**Sizing map**

Scale bar: 20 um.
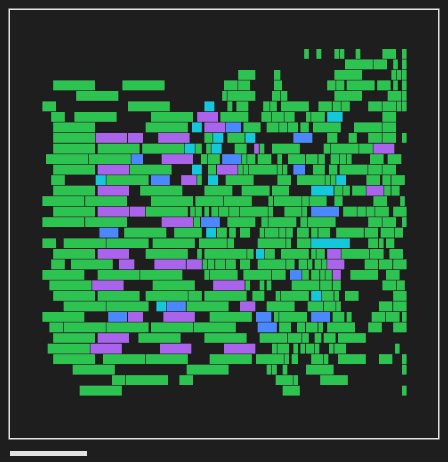
**Cell placement**

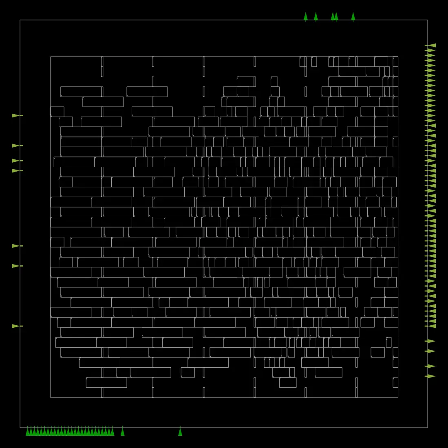
**Where the registers sit**

Scale bar: 20 um. Other sequential cells in the stronger gray, the rest of the logic in the fainter gray.
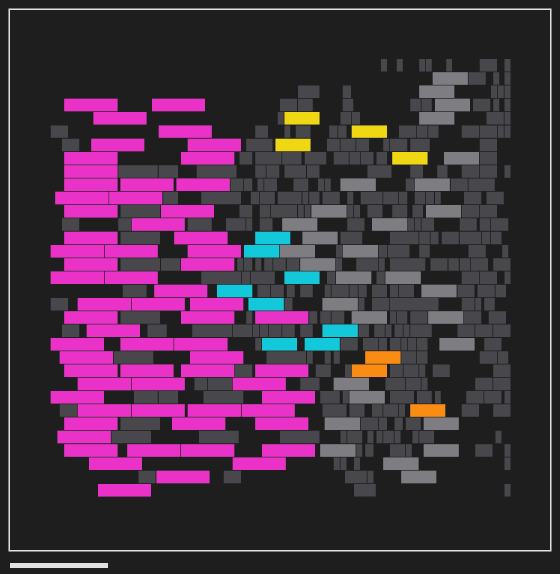
<file path="src/rtl/mmio_uart_tx_if.sv">
// Core data-bus connection for the memory-mapped UART transmitter.
//   memory_read  : Core read strobe
//   memory_write : Core write strobe
//   address      : Core byte address
//   write_data   : Core write data
//   read_data    : register read data, 0 when the window is not selected
// master modport is the Core side, slave modport is the peripheral side.
interface mmio_uart_tx_if;
  logic        memory_read;
  logic        memory_write;
  logic [31:0] address;
  logic [31:0] write_data;
  logic [31:0] read_data;

  modport master (
    output memory_read,
    output memory_write,
    output address,
    output write_data,
    input  read_data
  );

  modport slave (
    input  memory_read,
    input  memory_write,
    input  address,
    input  write_data,
    output read_data
  );
endinterface

</file>
<file path="src/rtl/mmio_uart_tx.sv">
// Memory-mapped UART transmitter (8N1, LSB first) with a small TX FIFO.
// Ports:
//   clk   : system clock, rising edge
//   reset : synchronous, active-low
//   bus   : Core data-bus slave (memory_read/memory_write/address/write_data/read_data)
//   tx    : serial output, idle high
// Register window (8 bytes at BASE_ADDRESS):
//   0x0 TXDATA : write pushes write_data[7:0]; reads 0
//   0x4 STATUS : {count[15:8], parity_en[4], overflow[3], empty[2], full[1], busy[0]};
//                any write clears overflow
// Optional build macro UART_TX_PARITY_EN adds an even-parity bit between the
// data bits and the stop bit and makes STATUS bit4 read 1.
module mmio_uart_tx #(
  parameter int unsigned CLK_FREQ     = 25000000,
  parameter int unsigned BIT_RATE     = 115200,
  parameter int unsigned FIFO_DEPTH   = 8,
  parameter logic [31:0] BASE_ADDRESS = 32'h8000_0000
) (
  input  logic          clk,
  input  logic          reset,
  mmio_uart_tx_if.slave bus,
  output logic          tx
);

  localparam int unsigned CLKS_PER_BIT = CLK_FREQ / BIT_RATE;
  localparam int unsigned BAUD_W       = $clog2(CLKS_PER_BIT);
  localparam int unsigned PTR_W        = $clog2(FIFO_DEPTH);
  localparam int unsigned CNT_W        = PTR_W + 1;

`ifdef UART_TX_PARITY_EN
  localparam logic PARITY_FLAG = 1'b1;
`else
  localparam logic PARITY_FLAG = 1'b0;
`endif

  typedef enum logic [2:0] {
    ST_IDLE,
    ST_START,
    ST_DATA,
`ifdef UART_TX_PARITY_EN
    ST_PARITY,
`endif
    ST_STOP
  } state_t;

  state_t              state_q, state_nx;
  logic [BAUD_W-1:0]   baud_q, baud_nx;
  logic [2:0]          bit_q, bit_nx;
  logic [7:0]          shift_q, shift_nx;
  logic                tx_q, tx_nx;
`ifdef UART_TX_PARITY_EN
  logic                parity_q, parity_nx;
`endif

  logic [7:0]          mem [FIFO_DEPTH];
  logic [PTR_W-1:0]    wr_ptr_q, rd_ptr_q;
  logic [CNT_W-1:0]    count_q;
  logic                overflow_q;
  logic [31:0]         read_data_q;

  logic                sel, full, empty, busy;
  logic                push_req, push, pop_c, status_wr;
  logic                baud_done;
  logic [7:0]          head;
  logic [31:0]         status;
  logic                unused_bus_bits;

  // Address decode and FIFO flags
  assign sel       = (bus.address[31:3] == BASE_ADDRESS[31:3]);
  assign full      = (count_q == CNT_W'(FIFO_DEPTH));
  assign empty     = (count_q == '0);
  assign busy      = (state_q != ST_IDLE);
  assign push_req  = bus.memory_write && sel && !bus.address[2];
  assign push      = push_req && !full;
  assign status_wr = bus.memory_write && sel && bus.address[2];
  assign baud_done = (baud_q == BAUD_W'(CLKS_PER_BIT - 1));
  assign head      = mem[rd_ptr_q];

  assign unused_bus_bits = ^{bus.address[1:0], bus.write_data[31:8]};

  assign status = {16'h0000, 8'(count_q), 3'b000, PARITY_FLAG,
                   overflow_q, empty, full, busy};

  assign bus.read_data = read_data_q;
  assign tx            = tx_q;

  // FIFO storage: data only, validity is tracked by count/pointers
  always_ff @(posedge clk) begin
    if (push) begin
      mem[wr_ptr_q] <= bus.write_data[7:0];
    end
  end

  // FIFO pointers, occupancy and sticky overflow; a full FIFO drops the push
  // even if the transmitter pops in the same cycle
  always_ff @(posedge clk) begin
    if (!reset) begin
      wr_ptr_q   <= '0;
      rd_ptr_q   <= '0;
      count_q    <= '0;
      overflow_q <= 1'b0;
    end else begin
      if (push) begin
        wr_ptr_q <= wr_ptr_q + PTR_W'(1);
      end
      if (pop_c) begin
        rd_ptr_q <= rd_ptr_q + PTR_W'(1);
      end
      case ({push, pop_c})
        2'b10:   count_q <= count_q + CNT_W'(1);
        2'b01:   count_q <= count_q - CNT_W'(1);
        default: count_q <= count_q;
      endcase
      if (push_req && full) begin
        overflow_q <= 1'b1;
      end else if (status_wr) begin
        overflow_q <= 1'b0;
      end
    end
  end

  // Registered read port, zero when not selected so it can be OR-ed with Memory
  always_ff @(posedge clk) begin
    if (!reset) begin
      read_data_q <= '0;
    end else if (bus.memory_read && sel && bus.address[2]) begin
      read_data_q <= status;
    end else begin
      read_data_q <= '0;
    end
  end

  // State register with transmitter datapath
  always_ff @(posedge clk) begin
    if (!reset) begin
      state_q  <= ST_IDLE;
      baud_q   <= '0;
      bit_q    <= '0;
      shift_q  <= '0;
      tx_q     <= 1'b1;
`ifdef UART_TX_PARITY_EN
      parity_q <= 1'b0;
`endif
    end else begin
      state_q  <= state_nx;
      baud_q   <= baud_nx;
      bit_q    <= bit_nx;
      shift_q  <= shift_nx;
      tx_q     <= tx_nx;
`ifdef UART_TX_PARITY_EN
      parity_q <= parity_nx;
`endif
    end
  end

  // Next-state logic
  always_comb begin
    state_nx = state_q;
    case (state_q)
      ST_IDLE:   if (!empty)   state_nx = ST_START;
      ST_START:  if (baud_done) state_nx = ST_DATA;
      ST_DATA: begin
        if (baud_done && (bit_q == 3'd7)) begin
`ifdef UART_TX_PARITY_EN
          state_nx = ST_PARITY;
`else
          state_nx = ST_STOP;
`endif
        end
      end
`ifdef UART_TX_PARITY_EN
      ST_PARITY: if (baud_done) state_nx = ST_STOP;
`endif
      ST_STOP:   if (baud_done) state_nx = ST_IDLE;
      default:   state_nx = ST_IDLE;
    endcase
  end

  // Output and datapath logic; tx is computed from the next state so the
  // registered line changes on the same edge as the state
  always_comb begin
    baud_nx   = baud_done ? '0 : baud_q + BAUD_W'(1);
    bit_nx    = bit_q;
    shift_nx  = shift_q;
    pop_c     = 1'b0;
    tx_nx     = 1'b1;
`ifdef UART_TX_PARITY_EN
    parity_nx = parity_q;
`endif
    case (state_q)
      ST_IDLE: begin
        baud_nx = '0;
        if (!empty) begin
          pop_c     = 1'b1;
          shift_nx  = head;
          bit_nx    = 3'd0;
`ifdef UART_TX_PARITY_EN
          parity_nx = ^head;
`endif
        end
      end
      ST_DATA: begin
        if (baud_done) begin
          shift_nx = {1'b0, shift_q[7:1]};
          bit_nx   = bit_q + 3'd1;
        end
      end
      default: ;
    endcase

    // Every state change restarts the bit period
    if (state_nx != state_q) begin
      baud_nx = '0;
    end

    case (state_nx)
      ST_IDLE:   tx_nx = 1'b1;
      ST_START:  tx_nx = 1'b0;
      ST_DATA:   tx_nx = shift_nx[0];
`ifdef UART_TX_PARITY_EN
      ST_PARITY: tx_nx = parity_nx;
`endif
      ST_STOP:   tx_nx = 1'b1;
      default:   tx_nx = 1'b1;
    endcase
  end

endmodule

</file>
<file path="src/flat_wrapper.sv">
// flat-port wrapper written by rule: the top's interface ports become plain ports
module mmio_uart_tx_flat 
#(
  parameter int unsigned CLK_FREQ     = 25000000,
  parameter int unsigned BIT_RATE     = 115200,
  parameter int unsigned FIFO_DEPTH   = 8,
  parameter logic [31:0] BASE_ADDRESS = 32'h8000_0000
)
  (clk, reset, tx, bus_memory_read, bus_memory_write, bus_address, bus_write_data, bus_read_data);
  mmio_uart_tx_if bus_i ();
  input  logic clk;
  input  logic reset;
  output logic tx;
  input wire logic [$bits(bus_i.memory_read)-1:0] bus_memory_read;
  input wire logic [$bits(bus_i.memory_write)-1:0] bus_memory_write;
  input wire logic [$bits(bus_i.address)-1:0] bus_address;
  input wire logic [$bits(bus_i.write_data)-1:0] bus_write_data;
  output wire logic [$bits(bus_i.read_data)-1:0] bus_read_data;
  assign bus_i.memory_read = bus_memory_read;
  assign bus_i.memory_write = bus_memory_write;
  assign bus_i.address = bus_address;
  assign bus_i.write_data = bus_write_data;
  assign bus_read_data = bus_i.read_data;
  mmio_uart_tx #(.CLK_FREQ(CLK_FREQ), .BIT_RATE(BIT_RATE), .FIFO_DEPTH(FIFO_DEPTH), .BASE_ADDRESS(BASE_ADDRESS)) u_core (.clk(clk), .reset(reset), .bus(bus_i), .tx(tx));
endmodule
</file>
<file path="config.mk">
export PLATFORM = sky130hd
export DESIGN_NAME = mmio_uart_tx_flat
export DESIGN_NICKNAME = d
export VERILOG_FILES = /design/src/rtl/mmio_uart_tx_if.sv /design/src/rtl/mmio_uart_tx.sv /design/src/flat_wrapper.sv
export SDC_FILE = /design/constraint.sdc
export NUM_CORES = 1
export LEC_CHECK = 0
export CAP_MARGIN = 10
export CORE_MARGIN = 8
export CORE_UTILIZATION = 53
export CTS_BUF_LIST = sky130_fd_sc_hd__clkbuf_2 sky130_fd_sc_hd__clkbuf_4 sky130_fd_sc_hd__clkbuf_8
export DETAILED_ROUTE_END_ITERATION = 8
export HOLD_SLACK_MARGIN = 0.05
export PLACE_DENSITY = 0.82
export SYNTH_ARGS = -nofsm -noshare
export SYNTH_HDL_FRONTEND = slang
export SYNTH_SLANG_ARGS = --single-unit
</file>
<file path="constraint.sdc">
create_clock -name clk -period 3.8 [get_ports clk]
set_input_delay 0.76 -clock clk [delete_from_list [all_inputs] [get_ports clk]]
set_output_delay 0.76 -clock clk [all_outputs]
set_load 0.01 [all_outputs]
</file>
==> results.yml <==
# physical design summary
clock_tree:
  htree_levels: 3
  clock_latency_ns: 0.37
  cts-root-buf: "clkbuf_8"
  ctsHoldBuffers: 0
  numCtsBuffers: 9
setup_path:
  cp_top_family: "simple AND/OR/NAND/NOR gates"
  crit_fanout: 5
  end_kind: "flop"
  crit_path_max_incr_delay_ns: 0.42
  reg2reg_from: "u_core.count_q[0]$_SDFFE_PN0P_"
  critical_path_depth: 12
  crit_buf_inv: 2
  slowest_stage: "nor4_1"
layout:
  n_fill_cell: 661
  finalInstanceArea_sq_um: 5480
  signal_buffers: 61
  diodes: 0
  nFlopsAndLatches: 109
detailed_routing:
  route.detailed.drc: 0
  route.met3.wl_um: 768
  wire_per_inst_um: 17.0
  via_per_inst: 5.50
flow_run:
  max_cap_viol_count: 0
min_path:
  hold_depth: 2
power:
  powerClk_w: 0.000661
floorplan:
  die_area_sq_um: 12200
logic_synthesis:
  syn_area_sq_um: 4740
  ys_sh_mux: 0.105
  yosysMostFrequentCell: "edfxtp_1"
  ys.flops: 109
  synthCells: 349
  ys_seq_frac: 0.595
  ff_type: "edfxtp_1"
final_timing:
  setup_viol: 0
  rsz0062_at_grt: "false"
  final-hold-violation-count: 0
grt:
  met2_usage: 0.242
  grt_overflow_total: 0
  grt_pass1_vias: 2813
  grtUsageTotal: 0.144
  busiest_layer: "met2"
  antenna_found_initial: 0
place:
  dp_hpwl_um: 6280
  portBuffers: 50
  place_ws_ns: 0.0411
run_status:
  status: "finished clean"
Back to the opening pictures, 'sizing map':
Purple is drive 2, cells 32. Blue is drive 6 and up, cells 15. Cyan is drive 3 to 4, cells 17. Green is drive 1 or less, cells 347.

Back to the opening pictures, 'cell placement':
Std-Cell Rows: 34
area of the core: 8720 sq um
Core Util, Final: 0.628

Back to the opening pictures, 'where the registers sit':
Cyan is u_core.shift_q, sequential cells 8, where middle. Orange is u_core.state_q, sequential cells 3. Yellow is u_core.count_q, sequential cells 4, where top middle. Magenta is u_core.mem, sequential cells 64.
Another 30 sequential cells are not colored.

Power and IR drop assume default switching activity.
